## src/rtl/dz_msr_monitor.sv

```systemverilog
// DZ-family modem status monitor: synchronises and debounces per-line CO/RI,
// latches W1C change flags and raises a registered modem-change interrupt.
module dz_msr_monitor #(
    parameter int unsigned NCH         = 8,
    parameter int unsigned SYNC_STAGES = 2,
    parameter int unsigned DEB_CYCLES  = 4
) (
    input  logic               clk,
    input  logic               rst,
    input  logic [NCH-1:0]     dzCO,
    input  logic [NCH-1:0]     dzRI,
    input  logic [2*NCH-1:0]   chgCLR,
    input  logic               chgIE,
    output logic [2*NCH-1:0]   regMSR,
    output logic [2*NCH-1:0]   regCHG,
    output logic               chgINTR
);

    localparam int unsigned W  = 2 * NCH;
    localparam int unsigned CW = (DEB_CYCLES > 1) ? $clog2(DEB_CYCLES + 1) : 1;
    localparam logic [CW-1:0] LastCnt = CW'(DEB_CYCLES - 1);

    logic [SYNC_STAGES-1:0][W-1:0] r_sync;
    logic [CW-1:0]                 r_cnt [W];
    logic [W-1:0]                  r_msr;
    logic [W-1:0]                  r_chg;
    logic                          r_intr;

    logic [W-1:0]                  w_raw;
    logic [W-1:0]                  w_sync_out;
    logic [CW-1:0]                 w_cnt_d [W];
    logic [W-1:0]                  w_msr_d;
    logic [W-1:0]                  w_evt;

    assign w_raw      = {dzCO, dzRI};
    assign w_sync_out = r_sync[SYNC_STAGES-1];

    always_ff @(posedge clk) begin
        if (rst) begin
            r_sync <= '0;
        end else begin
            r_sync[0] <= w_raw;
            for (int i = 1; i < int'(SYNC_STAGES); i++) begin
                r_sync[i] <= r_sync[i-1];
            end
        end
    end

    // Each bit qualifies independently; the event pulses on the edge the stable bit flips.
    always_comb begin
        w_msr_d = r_msr;
        w_evt   = '0;
        for (int b = 0; b < int'(W); b++) begin
            w_cnt_d[b] = '0;
            if (w_sync_out[b] != r_msr[b]) begin
                if (r_cnt[b] == LastCnt) begin
                    w_msr_d[b] = w_sync_out[b];
                    w_evt[b]   = 1'b1;
                end else begin
                    w_cnt_d[b] = r_cnt[b] + 1'b1;
                end
            end
        end
    end

    always_ff @(posedge clk) begin
        if (rst) begin
            for (int b = 0; b < int'(W); b++) begin
                r_cnt[b] <= '0;
            end
            r_msr  <= '0;
            r_chg  <= '0;
            r_intr <= 1'b0;
        end else begin
            for (int b = 0; b < int'(W); b++) begin
                r_cnt[b] <= w_cnt_d[b];
            end
            r_msr  <= w_msr_d;
            // A new event on the same edge as its clear keeps the flag set.
            r_chg  <= (r_chg & ~chgCLR) | w_evt;
            r_intr <= chgIE & (|r_chg);
        end
    end

    assign regMSR  = r_msr;
    assign regCHG  = r_chg;
    assign chgINTR = r_intr;

endmodule
```

## config.mk

```make
export PLATFORM = sky130hd
export DESIGN_NAME = dz_msr_monitor
export DESIGN_NICKNAME = d
export VERILOG_FILES = /design/src/rtl/dz_msr_monitor.sv
export SDC_FILE = /design/constraint.sdc
export NUM_CORES = 1
export LEC_CHECK = 0
export ABC_AREA = 1
export CORE_MARGIN = 5
export CORE_UTILIZATION = 40
export CTS_CLUSTER_SIZE = 8
export DETAILED_ROUTE_END_ITERATION = 8
export GPL_TIMING_DRIVEN = 0
export PLACE_DENSITY = 0.65
export SLEW_MARGIN = 20
export SYNTH_ARGS = -nofsm -noshare
export SYNTH_HDL_FRONTEND = slang
export SYNTH_SLANG_ARGS = --single-unit
```

## constraint.sdc

```tcl
create_clock -name clk -period 0.91 [get_ports clk]
set_input_delay 0.182 -clock clk [delete_from_list [all_inputs] [get_ports clk]]
set_output_delay 0.182 -clock clk [all_outputs]
set_load 0.1 [all_outputs]
```

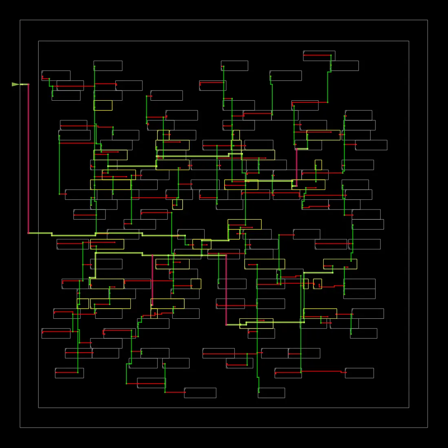
**Above:** run 1 (clock nets).
Worst Clk Skew: 0.00808 ns
clk_lat worst skew: 0.51 ns
Clk. pwr: 6540 uW
cts bufs inserted: 17
clkbuf count: 18

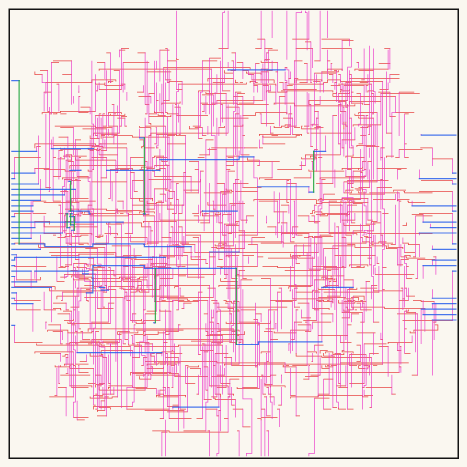
**Above:** run 1 (routed metal, one color a layer).
Scale: 4 px per um.
color	layer	wire length
red	M1	4,210 um
green	M4	120 um
magenta	M2	6,170 um
blue	M3	589 um

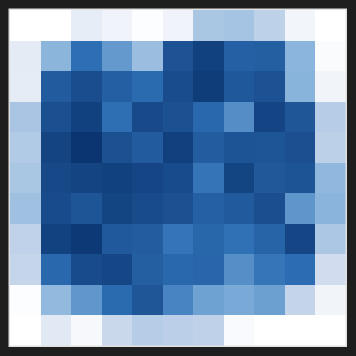
**Above:** run 1 (placement density heat map).
Scale: 3 px per um. The die is cut into 11 by 11 equal tiles; white is low, dark blue is high, 0 to 100% covered.
tiles over 75% full	50%
fullest tile	98%
nearly empty tiles	7.4%
densest ninth of the die	middle
mean over tiles	59%
emptiest ninth of the die	bottom right

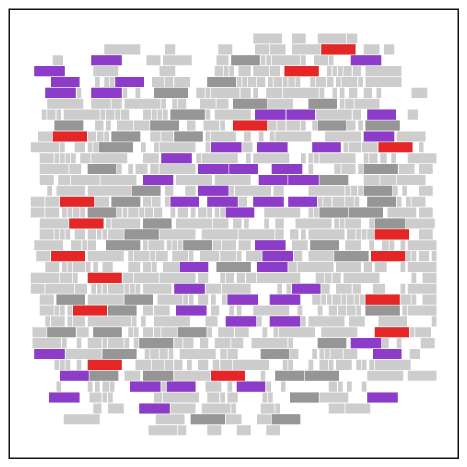
**Above:** run 1 (sequential cells colored by netlist name).
Scale: 4 px per um. Other sequential cells in the stronger gray, the rest of the logic in the fainter gray.
color	signal	flops
purple	`r_cnt`	48
red	`regCHG`	16
not colored	49

==> impl_metrics.ini, run 1 <==
; synthesis and place-and-route metrics
[sta]
setup_ws_ns = -0.320
setup_violations = 112
period_needed_ns = 1.23

[worst_setup_path]
cp_num_buf_inv = 1
end_kind = output port
critical_path_arrival_ns = 1.05
regToRegSetupSlack_ns = -0.18
crit_cells = 1
slowest_delay_ns = 0.37

[status]
outcome = finished, violations left
violations = setup timing

[place]
gp_congestion = 0.748

[power_and_ir_drop]
clkPwrFrac = 0.541
seq-power_uw = 5020
p_switching_uw = 2650
power-top-group = clock
totalPowerFinal_uw = 12100
ir_drop_mv = 1.35
p_seq_frac = 0.415

[final_layout]
buf_share = 0.195
sh_comb_area = 0.320
largest_cell_class = flip-flops and latches
numSequentialCells = 113
diodes = 0

[route]
drt-initial-drc-count = 80
drt_wl_total_mm = 11.1
drc = 0
avgRoutedWirePerCell_um = 13.9

[clock_tree]
cts_max_level = 4

[synthesis]
yosysCellCount = 516
avgSynthCellArea_sq_um = 8.04
top_cell_area_share = 0.545
async_flop_share = 0
yosysSeqAreaShare = 0.545
synthCells = 516

[floorplanning]
num_io_pins = 68

[flow_run]
tool_warnings = 29

[grt]
grt-ovfl-total = 0
## run 1: cells in the final DEF, fill, tap and decap left out, drive strengths merged, types with 7 or more instances in the layout
cell type | Yosys | layout
buf | 8 | 83
o21ai | 16 | 16
clkinv | 0 | 7
clkbuf | 0 | 20
a21oi | 17 | 17
nand2 | 50 | 50
clkdlybuf4s50 | 0 | 34
nor2 | 148 | 148
ha | 32 | 32
inv | 110 | 111
dfxtp | 113 | 113
nand3 | 16 | 16
## run 1: metrics by stage
step | std cells | hold WS [ns] | setup TNS [ns] | util | instance area, sq um
floorplan | 516 | 0.289 | -3.04 | - | 4380
global placement | 719 | 0.389 | -68.90 | 0.511 | 5220
detailed placement | 719 | 0.394 | -70.43 | 0.511 | 5220
CTS | 785 | 0.175 | -13.91 | 0.685 | 7010
global route | 795 | 0.183 | -19.52 | 0.731 | 7480
finish | 795 | 0.192 | -14.61 | 0.731 | 7480
## run 1: cell families after synthesis
group | after synthesis | share of synthesized area
AND/OR/NAND/NOR | 220 | 0.207
flip-flops | 113 | 0.545
adder cells (fa/ha/maj) | 32 | 0.0965
buffers and inverters | 118 | 0.111
AND-OR/OR-AND | 33 | 0.0398
## run 1: timing repair
item / in CTS / in global routing
pin swaps: 90 / 84
endpoints found under the setup margin: 134 / 114
resized: 464 / 125
setup buffers: 34 / 16
## run 1: metal layers
metal,wire length [um],part of all wire,global-route usage,vias to the layer above
li1,-,-,-,1809
met1,4210,0.38,0.178,1728
met2,6170,0.56,0.320,97
met3,588,0.053,0.0630,18
met4,119,0.011,0.0552,0
met5,0,0,0,-
## run 1: flip-flops by register name (all words and copies together), names as in the netlist
name        cells
chgINTR         1
regMSR         16
r_sync         16
w_sync_out     16
regCHG         16
r_cnt          48
**Run 1: the metal 4 layer**

Scale: 4 px per um. Supply wires on this layer in gray. Cells faint in the background.
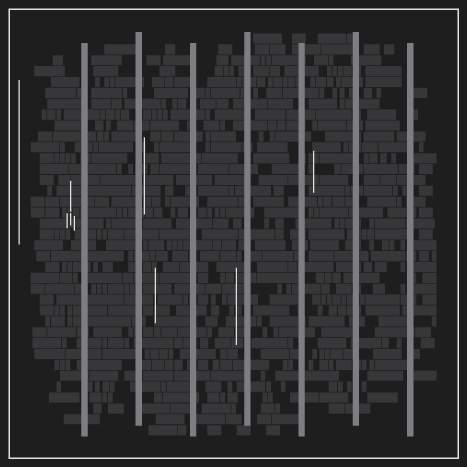

==> run 2, diff against run 1 <==
CELL_PAD_IN_SITES_DETAIL_PLACEMENT = 1   (was not set)
CELL_PAD_IN_SITES_GLOBAL_PLACEMENT = 2   (was not set)
CORE_UTILIZATION = 28   (was 40)
CTS_BUF_LIST = sky130_fd_sc_hd__clkbuf_16   (was not set)
PLACE_DENSITY = not set   (was 0.65)
PLACE_DENSITY_LB_ADDON = 0.1   (was not set)
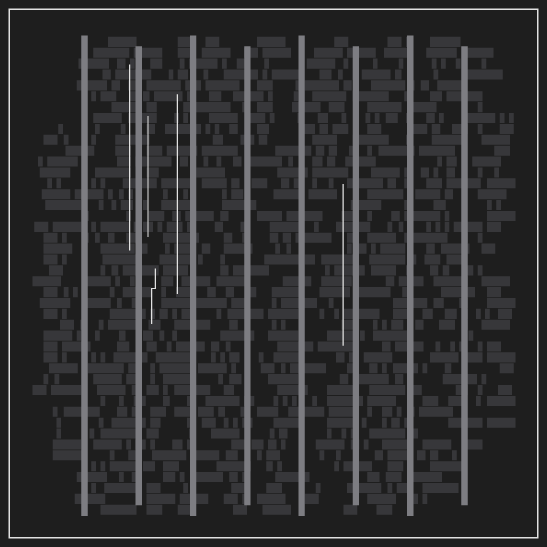
**Above:** run 2 (the metal 4 layer).
Scale: 4 px per um. Supply wires on this layer in gray. Cells faint in the background.
nets with wire on the layer	3
wire length on this layer	180 um
share of all routed wire	1.6%
longest straight run	49.6 um
main direction	vertical
via count: 3,562
final WL: 11.0 mm

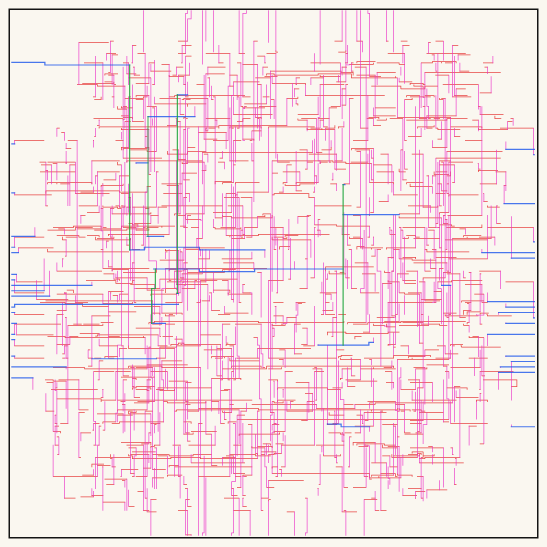
**Above:** run 2 (routed metal, one color a layer).
Scale: 4 px per um.
color	layer	wire length
blue	M3	428 um
red	M1	4,370 um
magenta	M2	6,050 um
green	M4	180 um

==> run 2 against run 1 <==
  * The run still ends with setup timing left
  * Critical path depth is the same
  * Cell count grew 5.5%
  * First-iteration DRC count shrank 19%
  * Via count shrank 2.5%
  * Clock power shrank 11%
  * Synthesized area is the same
  * Global-route usage shrank 4.3 points
  * Total power shrank 5.7%
  * Critical endpoint is now regCHG[7]
  * Highest routed layer unchanged
==> impl_metrics.ini, run 2 <==
; synthesis and place-and-route metrics
[clock_tree]
cts_max_level = 4
worstSkewPairLatency_ns = 0.40
cts_made_buffers = 17

[status]
violations = setup timing
outcome = finished, violations left

[sta]
totalNegativeSetupSlack_ns = -10.30
worst_clock_skew_ns = 0.00767
setup_ws_ns = -0.218
setup_violations = 112
hold_violations = 0
period_needed_ns = 1.13

[synthesis]
avgSynthCellArea_sq_um = 8.04
yosysSeqAreaShare = 0.545
yosysCellCount = 516
top_cell_area_share = 0.545
synthCells = 516

[worst_setup_path]
slowest_delay_ns = 0.37
critical_path_arrival_ns = 0.95
regToRegSetupSlack_ns = -0.14

[final_layout]
final_common_cell = nor2_1
final_cell_count_no_fill = 839
diodes = 0
regMostFlops = r_cnt
largest_reg_flops = 48
layout_top_cells = nor2_1, inv_1, dfxtp_1, nor2_2, buf_12
final_area_sq_um = 7500

[power_and_ir_drop]
p_seq_frac = 0.440
totalPowerFinal_uw = 11400
p_switching_uw = 2500
clkPwrFrac = 0.512

[grt]
busiest_layer = met2
met2_usage = 0.230
use_met1 = 0.137
grt-ovfl-total = 0
met3_usage = 0.0458

[route]
drc = 0
drt-initial-drc-count = 65
avgRoutedWirePerCell_um = 13.2

[place]
placed_area_sq_um = 5280
gp_congestion = 0.727
dp.cells = 767

[flow_run]
tool_warnings = 29
-- run 2: area by class of cell --
type	count	area, sq um	area share
well taps	184	230	0.0307
clock inverters	11	47.5	0.00634
clock buffers	19	475	0.0634
inverters	110	448	0.0598
repair buffers	109	1380	0.184
plain buffers	8	92.6	0.0124
flip-flops and latches	113	2430	0.324
multi-input cells	285	2400	0.320
-- run 2: per-layer routing --
| metal | vias to the layer above | part of all wire | wire length, um |
|---|---|---|---|
| met3 | 13 | 0.039 | 427 |
| met1 | 1690 | 0.40 | 4370 |
| li1 | 1803 | - | - |
| met4 | 0 | 0.016 | 180 |
| met5 | - | 0 | 0 |
| met2 | 56 | 0.55 | 6050 |
-- run 2: metrics by stage --
step	hold WS, ns	util
global route	0.289	0.516
floorplan	0.289	-
finish	0.280	0.516
CTS	0.274	0.483
global placement	0.389	0.364
detailed placement	0.398	0.364
-- run 2: repair_timing --
| action | CTS | global route |
|---|---|---|
| pin swaps | 81 | 64 |
| setup buffers | 30 | 16 |
| endpoints found under the setup margin | 134 | 123 |
| gates cloned | 0 | 0 |
| resized | 480 | 116 |
-- run 2: kinds of logic after synthesis --
kind of cell / count (synthesis) / synth area share
buf+inv: 118 / 0.111
fa+ha+maj: 32 / 0.0965
flops: 113 / 0.545
compound gates: 33 / 0.0398
simple gates: 220 / 0.207
-- run 2: power groups by stage --
| stage | clock network [uW] | registers (uW) | logic, uW |
|---|---|---|---|
| finish | 5840 | 5020 | 545 |
| global placement | 0 | 5090 | 421 |
| floorplan | 0 | 5080 | 198 |
| detailed placement | 0 | 5090 | 433 |
| global route | 6220 | 5020 | 608 |
| CTS | 5990 | 5010 | 495 |
Power and IR drop assume default switching activity.
